[src/rtl/clarvi_part_sequencer_if.sv]
// rtl/clarvi_part_sequencer_if.sv - operand/ALU/writeback signal bundle for the part sequencer
interface clarvi_part_sequencer_if;
  logic        in_valid;
  logic        in_ready;
  logic [1:0]  in_order;
  logic [63:0] in_rs1;
  logic [63:0] in_rs2;
  logic        hold;
  logic        flush;
  logic [1:0]  alu_part;
  logic [15:0] alu_rs1;
  logic [15:0] alu_rs2;
  logic        alu_stall;
  logic [15:0] alu_result;
  logic        wb_valid;
  logic [63:0] wb_value;
  logic        wb_ready;

  modport master (
    output in_valid, in_order, in_rs1, in_rs2, hold, flush, alu_result, wb_ready,
    input  in_ready, alu_part, alu_rs1, alu_rs2, alu_stall, wb_valid, wb_value
  );

  modport slave (
    input  in_valid, in_order, in_rs1, in_rs2, hold, flush, alu_result, wb_ready,
    output in_ready, alu_part, alu_rs1, alu_rs2, alu_stall, wb_valid, wb_value
  );
endinterface

[src/rtl/clarvi_part_sequencer.sv]
// rtl/clarvi_part_sequencer.sv - sequences a 64-bit operation as four 16-bit ALU parts
module clarvi_part_sequencer (
  input logic                    clock,
  input logic                    reset,
  clarvi_part_sequencer_if.slave bus
);

  typedef enum logic [1:0] {
    IDLE  = 2'd0,
    ISSUE = 2'd1,
    DONE  = 2'd2
  } state_t;

  state_t      state_q, state_d;
  logic [1:0]  step_q, step_d;
  logic [1:0]  order_q;
  logic [63:0] rs1_q, rs2_q, result_q;
  logic [1:0]  part;
  logic        accept, capture;

  // Order 11 walks the low word high-half first, then the high word the same way.
  always_comb begin
    part = step_q;
    case (order_q)
      2'b01:   part = 2'd3 - step_q;
      2'b11:   part = {step_q[1], ~step_q[0]};
      default: part = step_q;
    endcase
  end

  always_ff @(posedge clock or negedge reset) begin
    if (!reset) begin
      state_q  <= IDLE;
      step_q   <= 2'd0;
      order_q  <= 2'd0;
      rs1_q    <= 64'd0;
      rs2_q    <= 64'd0;
      result_q <= 64'd0;
    end else begin
      state_q <= state_d;
      step_q  <= step_d;
      if (accept) begin
        order_q <= bus.in_order;
        rs1_q   <= bus.in_rs1;
        rs2_q   <= bus.in_rs2;
      end
      if (capture) begin
        result_q[{part, 4'h0} +: 16] <= bus.alu_result;
      end
    end
  end

  always_comb begin
    state_d       = state_q;
    step_d        = step_q;
    accept        = 1'b0;
    capture       = 1'b0;
    bus.in_ready  = 1'b0;
    bus.alu_part  = 2'd0;
    bus.alu_stall = 1'b1;
    bus.wb_valid  = 1'b0;
    case (state_q)
      IDLE: begin
        bus.in_ready = reset && !bus.flush;
        if (bus.in_valid && !bus.flush) begin
          accept  = 1'b1;
          state_d = ISSUE;
          step_d  = 2'd0;
        end
      end
      ISSUE: begin
        bus.alu_part = part;
        if (bus.flush) begin
          state_d = IDLE;
          step_d  = 2'd0;
        end else if (!bus.hold) begin
          bus.alu_stall = 1'b0;
          capture       = 1'b1;
          step_d        = step_q + 2'd1;
          if (step_q == 2'd3) begin
            state_d = DONE;
          end
        end
      end
      DONE: begin
        bus.wb_valid = 1'b1;
        if (bus.flush || bus.wb_ready) begin
          state_d = IDLE;
          step_d  = 2'd0;
        end
      end
      default: begin
        state_d = IDLE;
        step_d  = 2'd0;
      end
    endcase
  end

  assign bus.alu_rs1  = rs1_q[{bus.alu_part, 4'h0} +: 16];
  assign bus.alu_rs2  = rs2_q[{bus.alu_part, 4'h0} +: 16];
  assign bus.wb_value = result_q;

endmodule

[src/flat_wrapper.sv]
// flat-port wrapper written by rule: the top's interface ports become plain ports
module clarvi_part_sequencer_flat 
  (clock, reset, bus_in_valid, bus_in_order, bus_in_rs1, bus_in_rs2, bus_hold, bus_flush, bus_alu_result, bus_wb_ready, bus_in_ready, bus_alu_part, bus_alu_rs1, bus_alu_rs2, bus_alu_stall, bus_wb_valid, bus_wb_value);
  clarvi_part_sequencer_if bus_i ();
  input logic clock;
  input logic reset;
  input wire logic [$bits(bus_i.in_valid)-1:0] bus_in_valid;
  input wire logic [$bits(bus_i.in_order)-1:0] bus_in_order;
  input wire logic [$bits(bus_i.in_rs1)-1:0] bus_in_rs1;
  input wire logic [$bits(bus_i.in_rs2)-1:0] bus_in_rs2;
  input wire logic [$bits(bus_i.hold)-1:0] bus_hold;
  input wire logic [$bits(bus_i.flush)-1:0] bus_flush;
  input wire logic [$bits(bus_i.alu_result)-1:0] bus_alu_result;
  input wire logic [$bits(bus_i.wb_ready)-1:0] bus_wb_ready;
  output wire logic [$bits(bus_i.in_ready)-1:0] bus_in_ready;
  output wire logic [$bits(bus_i.alu_part)-1:0] bus_alu_part;
  output wire logic [$bits(bus_i.alu_rs1)-1:0] bus_alu_rs1;
  output wire logic [$bits(bus_i.alu_rs2)-1:0] bus_alu_rs2;
  output wire logic [$bits(bus_i.alu_stall)-1:0] bus_alu_stall;
  output wire logic [$bits(bus_i.wb_valid)-1:0] bus_wb_valid;
  output wire logic [$bits(bus_i.wb_value)-1:0] bus_wb_value;
  assign bus_i.in_valid = bus_in_valid;
  assign bus_i.in_order = bus_in_order;
  assign bus_i.in_rs1 = bus_in_rs1;
  assign bus_i.in_rs2 = bus_in_rs2;
  assign bus_i.hold = bus_hold;
  assign bus_i.flush = bus_flush;
  assign bus_i.alu_result = bus_alu_result;
  assign bus_i.wb_ready = bus_wb_ready;
  assign bus_in_ready = bus_i.in_ready;
  assign bus_alu_part = bus_i.alu_part;
  assign bus_alu_rs1 = bus_i.alu_rs1;
  assign bus_alu_rs2 = bus_i.alu_rs2;
  assign bus_alu_stall = bus_i.alu_stall;
  assign bus_wb_valid = bus_i.wb_valid;
  assign bus_wb_value = bus_i.wb_value;
  clarvi_part_sequencer u_core (.clock(clock), .reset(reset), .bus(bus_i));
endmodule
[config.mk]
export PLATFORM = sky130hd
export DESIGN_NAME = clarvi_part_sequencer_flat
export DESIGN_NICKNAME = d
export VERILOG_FILES = /design/src/rtl/clarvi_part_sequencer_if.sv /design/src/rtl/clarvi_part_sequencer.sv /design/src/flat_wrapper.sv
export SDC_FILE = /design/constraint.sdc
export NUM_CORES = 1
export LEC_CHECK = 0
export CORE_AREA = 2 2 137 139
export CTS_CLUSTER_SIZE = 8
export DETAILED_ROUTE_END_ITERATION = 8
export DIE_AREA = 0 0 139 141
export GPL_TIMING_DRIVEN = 0
export HOLD_SLACK_MARGIN = 0.02
export PLACE_DENSITY_LB_ADDON = 0.2
export SLEW_MARGIN = 20
export SYNTH_ARGS = -nofsm -noshare
export SYNTH_HDL_FRONTEND = slang
export SYNTH_SLANG_ARGS = --single-unit
[constraint.sdc]
create_clock -name clock -period 2.3 [get_ports clock]
set_clock_uncertainty 0.1 [all_clocks]
set_input_delay 0.46 -clock clock [delete_from_list [all_inputs] [get_ports clock]]
set_output_delay 0.46 -clock clock [all_outputs]
set_load 0.05 [all_outputs]
Run 1, supply network:
Scale: 3 px per µm. Pins as bars on the die edge.
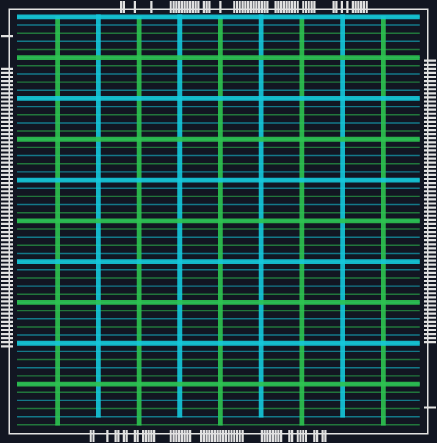
legend:
  VSS:
    colour: green
  VDD:
    colour: cyan
rows: 50
met1 rails: 51
met4 straps: 9
core area: 18,300 µm²
Chip Width: 139 µm
Die Y: 141 µm
maximum vdd drop: 0.847 mV

Run 1, cells coloured by class:
Scale: 2 px per µm. Fill, decap, tap and diode cells in grey.
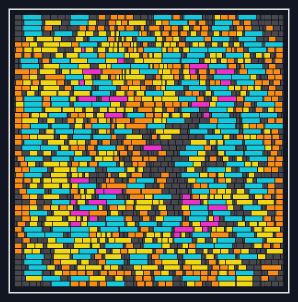
legend:
  remaining logic cells:
    colour: yellow
    cells: 371
    share_of_their_area: 33%
  remaining buffers and delay cells:
    colour: orange
    cells: 331
    share_of_their_area: 26%
  clock drivers and dummy loads:
    colour: magenta
    cells: 32
    share_of_their_area: 4.2%
  sequential cells:
    colour: cyan
    cells: 198
    share_of_their_area: 37%

Run 1, clock network drawn from the DEF:
Scale: 4 px per µm.
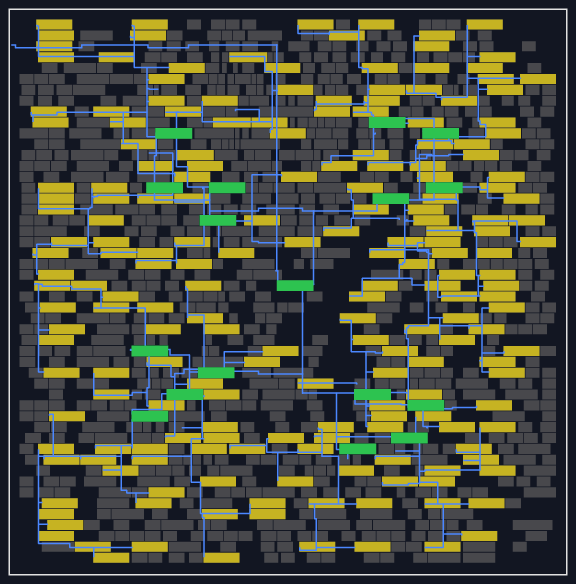
legend:
  clock-net drivers:
    colour: green
    count: 17
  clock wires:
    colour: blue
    length: 2,230 µm
  flip-flops:
    colour: yellow
    count: 198
flops lie: all over the die
routed clock nets: 18

Run 1, signal wires by layer:
Scale: 3 px per µm. Only two layers are drawn.
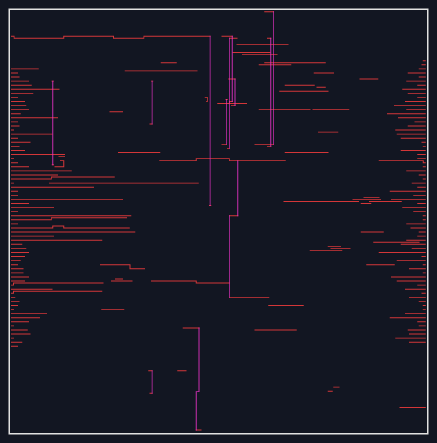
legend:
  M4:
    colour: magenta
    wire_length: 349 µm
  M3:
    colour: red
    wire_length: 1,690 µm
Avg WL per Cell: 21.7 µm
WL final: 25,300 µm
via count: 6,435

==> out/metrics.yaml, run 1 <==
warnings: 37
worstSetupEndpoint: "bus_alu_rs1[15]"
dr.max_layer_used: "met4"
globalRoute.busiestLayer: "met2"
syn_to_final_growth_pct: 60.8
finalSetupViolations: 41
cts_tree: "built"
startpoint_type: "flip-flop"
n_antenna_cell: 0
cts_buffer_depth: 2
powerDensity_nw_per_um2: 1080
power_uw: 14800
fp-row-count: 50
fin_tns_setup_ns: -13.80
avgSynthCellArea_um2: 14.1
numClockSinks: 198
r2r_end: "u_core.bus.wb_value[8]"
design_area_um2: 13800
ys_ff: 198
place_ws_ns: -1.15
regArea_um2: 4960
crit_arrival_ns: 2.20
p_leak_uw: 0.00558
setup_slack_ns: -0.458
drc: 0
post_cts.repair.setup_buffers: 23
dpl_cell_area_um2: 11900
finalHoldViolations: 87
place_congestion: 0.816
holdWs_ns: -0.0662
rsz0062_at_grt: "true"
use_met2_pct: 43.4
netlist_instances: 609
fmax_mhz: 363
yosys_warnings: 0
first_pass_iters: 4
layout_top_cell: "clkdlybuf4s50_1"
run_status: "finished with violations"
io_buffers: 252
clkCellAreaFrac_pct: 4.13
synth_cell_type_count: 33
cts_made_buffers: 17
cts_root_buffer: "clkbuf_16"
met3_usage_pct: 6.73
dp_hpwl_um: 17200
met2_length_um: 12900
fin_cells: 1166
fin_crit_sh_pct: 120
nWellTaps: 234
grt_antenna_before_repair: 0
inv_count: 6
chip_area_um2: 19600
grt_use_total_pct: 25.3
met3_length_um: 1690
clk_pin_slew_ns: 0.08
sequential_cell_total: 198
crit_path_end_kind: "output pin"
logic_gate_count: 365
final_nets: 1077
layout-drive-gt1-share_pct: 42.7
worst_pin_slew_ns: 0.682
violations: "negative hold slack, negative setup slack"
ys_cells: 609
htreeDepth: 4
==> run 1: flip-flops by register name (all words and copies together), names as in the netlist <==
register and cells:
u_core.bus.wb_value 64, u_core.state_q 2, u_core.rs2_q 64, u_core.step_q 2, u_core.order_q 2, u_core.rs1_q 64
==> run 1: critical path, cell delays in order, from the launching register on <==
cell and delay, ns:
dfrtp_2 0.44, xnor2_4 0.19, buf_4 0.16, buf_4 0.14
clkbuf_16 0.16, or3_4 0.34, o21ai_4 0.08, mux2i_4 0.09
buf_6 0.16
==> run 1: cells by family (layout without fill, tap and decap cells) <==
group,after synthesis,count (layout),share of synthesized area (%)
simple gates,59,59,4.65
mux,194,194,24.6
xor+xnor,2,2,0.292
buf+inv,46,369,2.81
fa+ha+maj,6,6,0.877
flops,198,198,57.9
compound gates,104,104,8.93
==> run 1: where the power goes <==
part,internal (µW),switching [µW]
Clock,1490,1390
Combinational,3370,3840
Sequential,4160,554
Total,9020,5790
==> run 1: cell usage after synthesis <==
library cell	number	share of area [%]
a211oi_1	1	0.088
buf_2	15	0.88
xnor2_2	1	0.19
nor2b_1	1	0.073
inv_1	6	0.26
clkbuf_1	15	0.66
nand4b_1	1	0.10
nand2_1	2	0.088
nor2_1	4	0.18
ha_1	6	0.88
nor4b_4	1	0.28
mux2_2	130	17
nand3_1	3	0.18
a22o_1	64	6.5
nor2_2	2	0.15
nand2b_1	1	0.073
buf_6	3	0.39
a31oi_1	1	0.073
nand2_2	4	0.29
buf_4	7	0.61
or3b_2	1	0.10
and2b_1	1	0.088
o21ai_1	2	0.12
nor2_4	1	0.13
nor3_4	2	0.38
or3_1	32	2.3
o21ai_0	33	1.9
and2_1	2	0.15
mux2i_1	64	7.5
a21oi_1	3	0.18
dfrtp_1	198	58
nor3_1	1	0.058
xnor2_1	1	0.10
--- run 2 (diff from run 1) ---
--- a/config.mk
+++ b/config.mk
@@ -5,10 +5,10 @@
 export SDC_FILE = /design/constraint.sdc
 export NUM_CORES = 1
 export LEC_CHECK = 0
-export CORE_AREA = 2 2 137 139
+export CORE_AREA = 2 2 145 147
 export CTS_CLUSTER_SIZE = 8
 export DETAILED_ROUTE_END_ITERATION = 8
-export DIE_AREA = 0 0 139 141
+export DIE_AREA = 0 0 147 149
 export GPL_TIMING_DRIVEN = 0
 export HOLD_SLACK_MARGIN = 0.02
 export PLACE_DENSITY_LB_ADDON = 0.2
==> constraint.sdc (replaced) <==
create_clock -name clock -period 2.26 [get_ports clock]
set_clock_uncertainty 0.1 [all_clocks]
set_input_delay 0.452 -clock clock [delete_from_list [all_inputs] [get_ports clock]]
set_output_delay 0.452 -clock clock [all_outputs]
set_load 0.05 [all_outputs]
Run 2, cell placement:
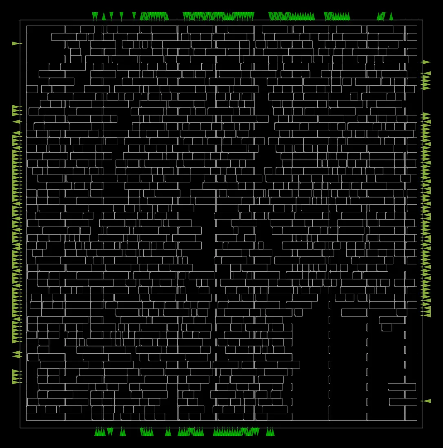
Seq/total area: 36.3%
row count: 53
Finished Layout Cells: 1,210

==> out/metrics.yaml, run 2 <==
run_status: "finished with violations"
violations: "negative hold slack, negative setup slack"
first_pass_iters: 6  # +2
chip_area_um2: 21900  # +12%
layout-drive-gt1-share_pct: 40.1  # -2.6 points
swShare_pct: 39.4  # +0.26 points
simple_gate_share_pct: 4.65  # unchanged
grt_use_total_pct: 22.9  # -2.4 points
fp_util_pct: 41.6
crit_start: "u_core.state_q[1]"
warnings: 35  # -5.4%
holdWs_ns: -0.168  # -0.102 ns
synth_top_area_share_pct: 57.9  # unchanged
powerDensity_nw_per_um2: 1080  # +0.20%
dp_hpwl_um: 17700  # +2.5%
synth_xor_xnor_area_share_pct: 0.292  # unchanged
p_comb_share_pct: 46.3  # -2.4 points
worstSetupEndpoint: "bus_alu_rs1[7]"
p_leak_uw: 0.00558  # about the same
final_nets: 1076  # -0.093%
io_buffers: 252  # unchanged
r2r_end: "u_core.bus.wb_value[60]"
layout_top_cell: "clkdlybuf4s50_1"
fmax_mhz: 358
coreArea_um2: 20600  # +13%
synth-edff-count: 0  # unchanged
place_ws_ns: -1.27  # -0.116 ns
cts_root_buffer: "clkbuf_16"
design_area_um2: 13700  # -0.82%
rsz0062_at_grt: "true"
grt_pass1_vias: 6779
p_sw_uw: 5790  # about the same
final_antenna_net_count: 0
finalHoldViolations: 93  # +6.9%
top_cell: "dfrtp_1"
dpl_cell_area_um2: 11900  # +0.43%
grt_pass1_wl_um: 38100
ys_ff: 198  # unchanged
power_frac_seq_pct: 32.2  # +0.3 points
ys_sh_mux_pct: 24.6  # unchanged
die_h_um: 149  # +5.7%
viasPerCell: 5.27
worst_pin_slew_ns: 0.557  # -0.125 ns
numClockSinks: 198  # unchanged
flop_cell: "dfrtp_1"
power_uw: 14700  # -0.62%
synthArstFlopShare_pct: 100  # unchanged
fin_tns_setup_ns: -15.72  # -1.92 ns
yosys.area_share.aoi_pct: 8.93  # unchanged
max_slew_margin_pct: 62.7
cts_buffer_depth: 2  # unchanged
ys_cells: 609  # unchanged
drc: 0  # unchanged
crit_path_end_kind: "output pin"
netlist_instances: 609  # unchanged
yosys_warnings: 0  # unchanged
routed_wirelength_um: 25500  # +0.78%
synth_cell_type_count: 33  # unchanged
yosys.area_share.adder_pct: 0.877  # unchanged
finalSetupViolations: 43  # +4.9%
clk_pin_slew_ns: 0.07  # about the same
drt-wirelength-per-cell_um: 21.1  # -2.9%
cts_tree: "built"
place_congestion: 0.785  # -3.8%
avgSynthCellArea_um2: 14.1  # unchanged
fin_crit_sh_pct: 124
power.internal_uw: 8920  # -1.0%
clkPwrFrac_pct: 21.5  # +2.1 points
yosysTopAreaCell: "dfrtp_1"
syn_to_final_growth_pct: 59.4
htreeDepth: 4  # unchanged
cts_made_buffers: 17  # unchanged
startpoint_type: "flip-flop"
ir_worst_vdd_mv: 0.666  # -21%
setup_slack_ns: -0.537  # -0.0793 ns
via_count: 6376  # -0.92%
## run 2: worst max-delay path, cell delays in order (launching register included)
cell and delay (ns):
dfrtp_1 0.39, buf_6 0.13, nand2b_4 0.21, nor2_4 0.19, buf_6 0.17, buf_12 0.16, mux2i_4 0.29, mux2i_4 0.10
buf_6 0.17
## run 2: power by group through the flow
stage | logic (µW) | clock network (µW) | registers, µW
6_report | 6820 | 3160 | 4740
5_1_grt | 7110 | 3380 | 4820
3_3_place_gp | 5620 | 0 | 4650
3_5_place_dp | 5730 | 0 | 4680
4_1_cts | 6410 | 3230 | 4690
2_1_floorplan | 3150 | 0 | 5350
## run 2: repair_timing
item,CTS,global route
gates cloned,3,3
hold endpoints to repair,93,93
pin swaps,6,5
resized,341,106
buffers inserted,16,17
endpoints found under the setup margin,201,177
## run 2: worst min path at each step
stage / from / endpoint / depth (start not counted)
floorplan: reset / u_core.bus.wb_value[0] / 0
global placement: u_core.rs1_q[50] / u_core.rs1_q[50] / 1
detailed placement: u_core.rs1_q[53] / u_core.rs1_q[53] / 1
CTS: reset / u_core.rs2_q[13] / 1
global route: reset / u_core.rs2_q[13] / 1
finish: reset / u_core.rs2_q[13] / 1
## run 2: final cells by class
class,instances,area [µm²]
well taps,275,344
multi-input cells,365,4210
fillers,1452,6910
flip-flops and latches,198,4960
clock buffers,17,425
inverters,6,26.3
clock inverters,15,203
repair buffers,292,3060
plain buffers,38,423
diodes,4,10.0
## run 2: routing by layer
layer	part of all wire (%)	vias up	global-route usage (%)
met1	40	3242	28.3
met2	50	220	38.6
met5	0	-	0
met4	2.2	0	7.12
li1	-	2877	-
met3	7.3	37	7.25
--- run 3 (diff from run 2) ---
--- a/config.mk
+++ b/config.mk
@@ -5,6 +5,7 @@
 export SDC_FILE = /design/constraint.sdc
 export NUM_CORES = 1
 export LEC_CHECK = 0
+export ABC_CLOCK_PERIOD_IN_PS = 2260
 export CORE_AREA = 2 2 145 147
 export CTS_CLUSTER_SIZE = 8
 export DETAILED_ROUTE_END_ITERATION = 8
@@ -12,6 +13,7 @@
 export GPL_TIMING_DRIVEN = 0
 export HOLD_SLACK_MARGIN = 0.02
 export PLACE_DENSITY_LB_ADDON = 0.2
+export SKIP_LAST_GASP = 1
 export SLEW_MARGIN = 20
 export SYNTH_ARGS = -nofsm -noshare
 export SYNTH_HDL_FRONTEND = slang
Run 3, signal wires by layer:
Scale: 2 px per µm. Only two layers are drawn.
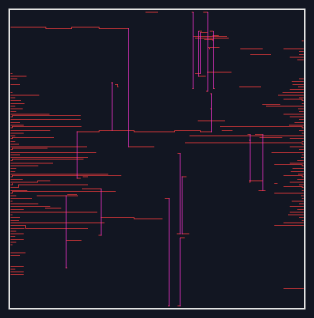
via count: 6,351
gr usage total: 22.9%
WL final: 25,300 µm
Avg WL per Cell: 21.0 µm

==> out/metrics.yaml, run 3 <==
synth_top_area_share_pct: 57.9  # unchanged
worst_pin_slew_ns: 0.560  # +0.00209 ns
r2r_end: "u_core.rs1_q[58]"
dpl_cell_area_um2: 11900  # unchanged
ys_ff: 198  # unchanged
netlist_instances: 609  # unchanged
finalSetupViolations: 35  # -19%
holdWs_ns: -0.171  # -0.00238 ns
violations: "negative hold slack, negative setup slack"
cts_buffer_depth: 2  # unchanged
cts_root_buffer: "clkbuf_16"
synthArstFlopShare_pct: 100  # unchanged
fp-row-count: 53  # unchanged
max_slew_margin_pct: 62.6  # -0.14 points
ys_sh_mux_pct: 24.6  # unchanged
place_ws_ns: -1.27  # unchanged
numClockSinks: 198  # unchanged
htreeDepth: 4  # unchanged
first_pass_iters: 4  # -2
syn_to_final_growth_pct: 58.7
ys_cells: 609  # unchanged
finalHoldViolations: 93  # unchanged
setup_slack_ns: -0.549  # -0.0117 ns
die_h_um: 149  # unchanged
drc: 0  # unchanged
power_uw: 14700  # -0.24%
yosysTopAreaCell: "dfrtp_1"
fmax_mhz: 356  # -0.42%
top_cell: "dfrtp_1"
viasPerCell: 5.27  # about the same
yosys_warnings: 0  # unchanged
worstSetupEndpoint: "bus_alu_rs1[7]"
synth_xor_xnor_area_share_pct: 0.292  # unchanged
run_status: "finished with violations"
io_buffers: 252  # unchanged
synth_cell_type_count: 33  # unchanged
startpoint_type: "flip-flop"
==> run 3: cell counts after synthesis <==
Identical to the previous run, type by type.
==> run 3: final cells by class <==
type | instances | area (µm²)
Clock inverter | 15 | 203
Inverter | 6 | 26.3
Clock buffer | 17 | 425
Timing Repair Buffer | 289 | 3030
Multi-Input combinational cell | 365 | 4180
Sequential cell | 198 | 4960
Buffer | 38 | 417
Tap cell | 275 | 344
Antenna cell | 3 | 7.51
Fill cell | 1474 | 6970
==> run 3: worst max-delay path: stages, from the launching register on <==
cell	delay (ns)
dfrtp_1	0.39
buf_6	0.13
nand2b_4	0.21
nor2_4	0.21
buf_8	0.17
buf_12	0.15
mux2i_4	0.30
mux2i_4	0.10
buf_6	0.17
==> run 3: where the power goes <==
part / switching [µW] / total, µW / internal (µW)
sequential: 502 / 4740 / 4230
combinational: 3730 / 6780 / 3040
clock: 1550 / 3160 / 1610
total: 5790 / 14700 / 8890
==> run 3: repair_timing <==
| action | 4_1_cts | 5_1_grt |
|---|---|---|
| buffers inserted | 16 | 15 |
| gates resized | 329 | 104 |
| hold endpoints to repair | 93 | 93 |
| pin swaps | 6 | 4 |
| gates cloned | 3 | 2 |
| setup endpoints to repair | 201 | 177 |
==> run 3: how the worst min path moves through the flow <==
stage | to | slack (ns)
after floorplan | u_core.bus.wb_value[0] | 0.06
after global placement | u_core.rs1_q[50] | 0.38
after detailed placement | u_core.rs1_q[53] | 0.39
after CTS | u_core.rs2_q[13] | -0.14
after global routing | u_core.rs2_q[13] | -0.13
final | u_core.rs2_q[13] | -0.17
==> run 3: per-layer routing <==
layer / up-vias / global-route usage (%) / share of wire, %
li1: 2867 / - / -
met1: 3235 / 28.3 / 40
met2: 212 / 38.6 / 51
met3: 37 / 7.19 / 7.3
met4: 0 / 7.12 / 2.1
met5: - / 0 / 0
No activity file was given, so power comes from the tool's default toggle rates.
